File: src/rtl/code_counter.sv
`default_nettype none
// ============================================================================
// code_counter : two 64-bit event counters, one direct and one prescaled by DIV
// Revision     : 1.0
// ============================================================================
module code_counter #(
    parameter int WIDTH = 64,
    parameter int DIV   = 4
) (
    input  logic             Clk,
    input  logic             Reset,
    input  logic             Slt,
    input  logic             En,
    output logic [WIDTH-1:0] Output0,
    output logic [WIDTH-1:0] Output1
);

    localparam int            PW         = (DIV > 2) ? $clog2(DIV) : 1;
    localparam logic [PW-1:0] C_P_LAST   = PW'(DIV - 1);
    localparam logic [PW-1:0] C_P_ONE    = PW'(1);
    localparam logic [WIDTH-1:0] C_ONE   = WIDTH'(1);

    logic [WIDTH-1:0] cnt0_q, cnt0_d;
    logic [WIDTH-1:0] cnt1_q, cnt1_d;
    logic [PW-1:0]    pre_q,  pre_d;

    // Prescaler only advances on counter-1 cycles and is never cleared by a
    // Slt switch, so partial progress survives counter-0 or idle intervals.
    always_comb begin
        cnt0_d = cnt0_q;
        cnt1_d = cnt1_q;
        pre_d  = pre_q;
        if (En) begin
            if (!Slt) begin
                cnt0_d = cnt0_q + C_ONE;
            end else if (pre_q == C_P_LAST) begin
                pre_d  = '0;
                cnt1_d = cnt1_q + C_ONE;
            end else begin
                pre_d  = pre_q + C_P_ONE;
            end
        end
    end

    always_ff @(posedge Clk) begin
        if (Reset) begin
            cnt0_q <= '0;
            cnt1_q <= '0;
            pre_q  <= '0;
        end else begin
            cnt0_q <= cnt0_d;
            cnt1_q <= cnt1_d;
            pre_q  <= pre_d;
        end
    end

    assign Output0 = cnt0_q;
    assign Output1 = cnt1_q;

endmodule
`default_nettype wire

File: config.mk
export PLATFORM = sky130hd
export DESIGN_NAME = code_counter
export DESIGN_NICKNAME = d
export VERILOG_FILES = /design/src/rtl/code_counter.sv
export SDC_FILE = /design/constraint.sdc
export NUM_CORES = 1
export LEC_CHECK = 0
export ABC_AREA = 1
export CORE_MARGIN = 1
export CORE_UTILIZATION = 48
export DETAILED_ROUTE_END_ITERATION = 6
export PLACE_DENSITY_LB_ADDON = 0.1
export SLEW_MARGIN = 20
export SYNTH_ARGS = -nofsm -noshare
export SYNTH_HDL_FRONTEND = slang
export SYNTH_SLANG_ARGS = --single-unit
export TNS_END_PERCENT = 100
File: constraint.sdc
create_clock -name Clk -period 1.55 [get_ports Clk]
set_input_delay 0.2325 -clock Clk [delete_from_list [all_inputs] [get_ports Clk]]
set_output_delay 0.2325 -clock Clk [all_outputs]
set_load 0.01 [all_outputs]
Figure 1. Cell placement.
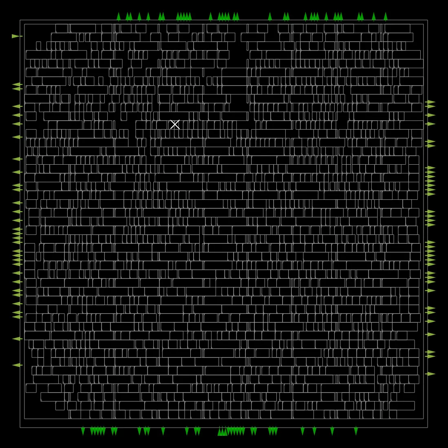
well tap count: 188
Rows: 45
Core ar.: 15150 µm²

Figure 2. Wire density map.
(3 px per µm) 25 x 25 tiles, from dark blue (low) to red (high), scaled to the fullest tile. Values are wire area over tile area, all layers added.
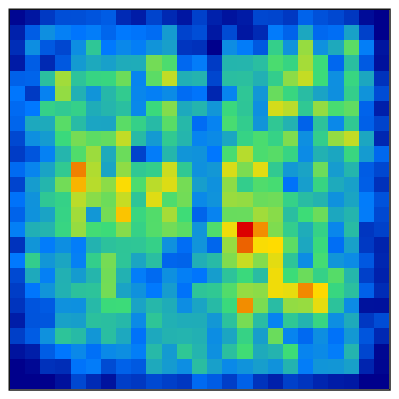
fullest tile	0.87
densest ninth of the die	center
emptiest ninth of the die	south-west
nearly empty tiles	2.1%
mean over tiles	0.31

Figure 3. Wiring by layer.
(3 px per µm) Only two layers are drawn.
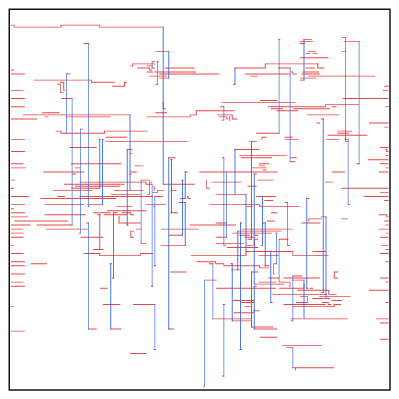
color	layer	wire length
red	metal 3	1980 µm
blue	metal 4	1370 µm

Figure 4. Nets reached from selected ports.
(4 px per µm)
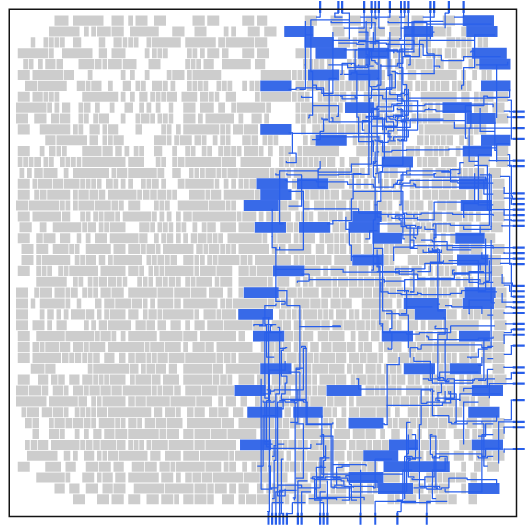
color	port	bits	direction	edge	end cells	buffers	wire
blue	Output0	64	output	34 east, 15 south, 15 north	64	110	4100 µm

Figure 5. Where the registers sit.
(4 px per µm)
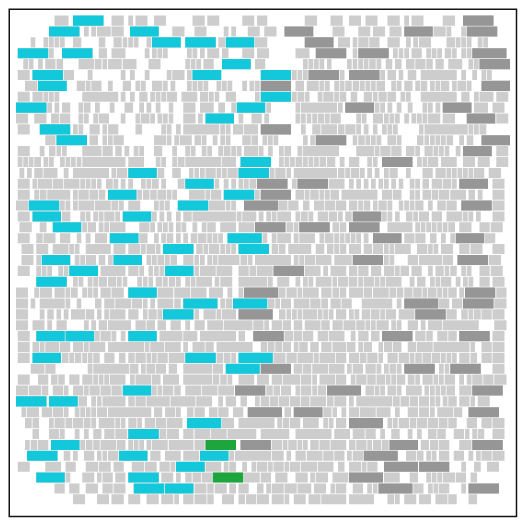
color	name in the netlist	placed flops
cyan	Output1	64
green	pre_q	2

==> Changelog: implementation <==
### Physical design

- Die span in x: roughly 130 µm
- Failing checks: DRC, setup timing
- Drt via density: about 5.4
- Worst R2R Setup Slack: -0.13 ns
- Core Util at FP: approximately 49%
- EDFF count, synth: 0
- FF-to-FF path depth: 12
- Total power: between 8 and 9 mW
- CTS Root Cell: clkbuf_16
- Final period util: 108.3%
- Max-area cell share: a little over a third
- CTS sink cnt: between 100 and 150
- Cell type with the largest total area: dfxtp_1
- Detailed-route via count: 9908
- Yosys Chip Area: roughly 7400 µm²
- Buf/Inv on CP: 3
- Count leader, synth: nand2_1
- Final instance area: 12510 µm²
- Mean routed wirelength per cell: approximately 16 µm
- CTS resizes: between 300 and 400
- Routed Antenna Nets: 0
- CTS clk-pin slew, worst paths: 0.06 ns
- Hold path cells: 3
- Hold crit path type: input pin to register
- Syn avg cell area: roughly 6.0 µm²
- Relative slew slack: 77.49%
- Synth top cells by count: nand2_1 (338), nor2_1 (328), inv_1 (138), dfxtp_1 (130), nand3_1 (87)
- Final setup margin: -0.1280 ns
- Sequential-to-total area share from yosys stat: a little over a third
- Place WS: -0.4723 ns
- RSZ-0062 raised after global routing: yes
- Number of global-route vias before repair: 9002
- Setup crit start kind: register
- # IOs: roughly 130
- Max H-tree Level: 4
- TNS Setup: -1.742 ns
- Tool Warnings: 29
- CP arrival: ~2 ns
- Crit. path cell count: 12
- Status: complete, but fails checks
- Maximum VDD drop: just under 0.8 mV
- CP top delay family: simple AND/OR/NAND/NOR gates
- Final std cells w/o fill: approximately 1.8k
- Hold_buf cts: 0
- Setup CP Type: register to register
- Clock buffer depth: 2
- Final Hold Viols: 0
- Drt pass-1 iters: 7
- Hpwl dp: about 19 mm
- CTS buffer count: 17
- Yosys warnings: 0
- Yosys cell types: 30
- Final wirelength: between 20 and 30 mm
- Leak: around 5.6 nW
- Min Tclk post-route: between 1.5 and 2 ns
- Diode count: 0
- CP max-delay cell: dfxtp_2
- Max-slew violation count: 0
- Drt drc: 9
- Initial antenna violation count: 0
- Hold Startpoint: Reset
- Endpoint, Worst Hold: Output1[15]
- FF+latch count, synth: between 100 and 150
- Final Skew: 0.008427 ns
- P per Cell Area: between 600 and 700 nW/µm²
- Fillers: approximately 1k
- Largest net degree at the start of global routing: about 48
- Setup bufs post-CTS: 9
- Final Util: between 80% and 90%
- Critical Path Source: pre_q[1]
- Main flop type: dfxtp_1
- Count of final setup violators: 39
- GRT Total Usage: approximately a third
- # port buffers: about 130
- R2R Path Start: pre_q[1]
- CP peak stage delay: roughly 0.35 ns
- Cell area leaders: dfxtp_1 (35%), nand2_1 (17%), nor2_1 (17%), inv_1 (7.0%), nand3_1 (5.9%)
- Grt ovf: 0
- Chip Area: between 15000 and 20000 µm²
- Routability congestion estimate: around 1.0
==> cells by family (layout without fill, tap and decap cells) <==
family          Yosys count  after routing  share of synthesized area [%]
fa+ha+maj                 3              3                         0.5053
xor+xnor                 21             21                          2.475
flops                   130            130                          35.03
buf+inv                 157            541                          8.033
compound gates           94             94                          6.450
simple gates            843            843                          47.51
==> cells in the final DEF, fill, tap and decap left out, types with 10 or more instances in the layout <==
master	count
nand2_1	286
nor2_1	242
buf_4	209
inv_1	128
dlygate4sd2_1	127
dfxtp_2	65
nor2_2	57
nand3_1	53
a21oi_1	49
dfxtp_1	47
nor2_4	45
nand2_2	42
nand4_1	33
nand3_2	28
o21ai_0	24
buf_6	24
dfxtp_4	18
clkbuf_16	17
xor2_1	16
nor3_1	13
nand2_4	12
inv_2	10
==> area by class of cell <==
cell class / count / area (µm²) / area share, %
multi-input cells: 961 / 5240 / 41.89
repair buffers: 369 / 3102 / 24.80
flip-flops and latches: 130 / 2751 / 22.00
inverters: 140 / 530.5 / 4.241
clock buffers: 19 / 442.9 / 3.541
well taps: 188 / 235.2 / 1.881
clock inverters: 13 / 206.4 / 1.651
==> report_power, final <==
part,switching [mW],internal [mW],leakage [nW]
clock,1.61,2.90,0.313
combinational,0.148,0.0851,4.19
sequential,0.0120,3.32,1.09
total,1.77,6.30,5.59
==> per-layer routing <==
metal / wire length (µm) / track usage [%]
met4: 1369 / 15.80
met5: 0 / 0
met3: 1977 / 4.935
met2: 14940 / 61.23
met1: 11310 / 38.45
==> tightest hold or removal path, cell delays in order <==
cell    delay [ns]
buf_2         0.15
buf_12        0.21
nor2_1        0.10
==> registers in the layout (all words and copies together), names as in the netlist <==
signal and flops:
Output0 64, Output1 64, pre_q 2
Power is estimated from default activity; no workload was simulated.
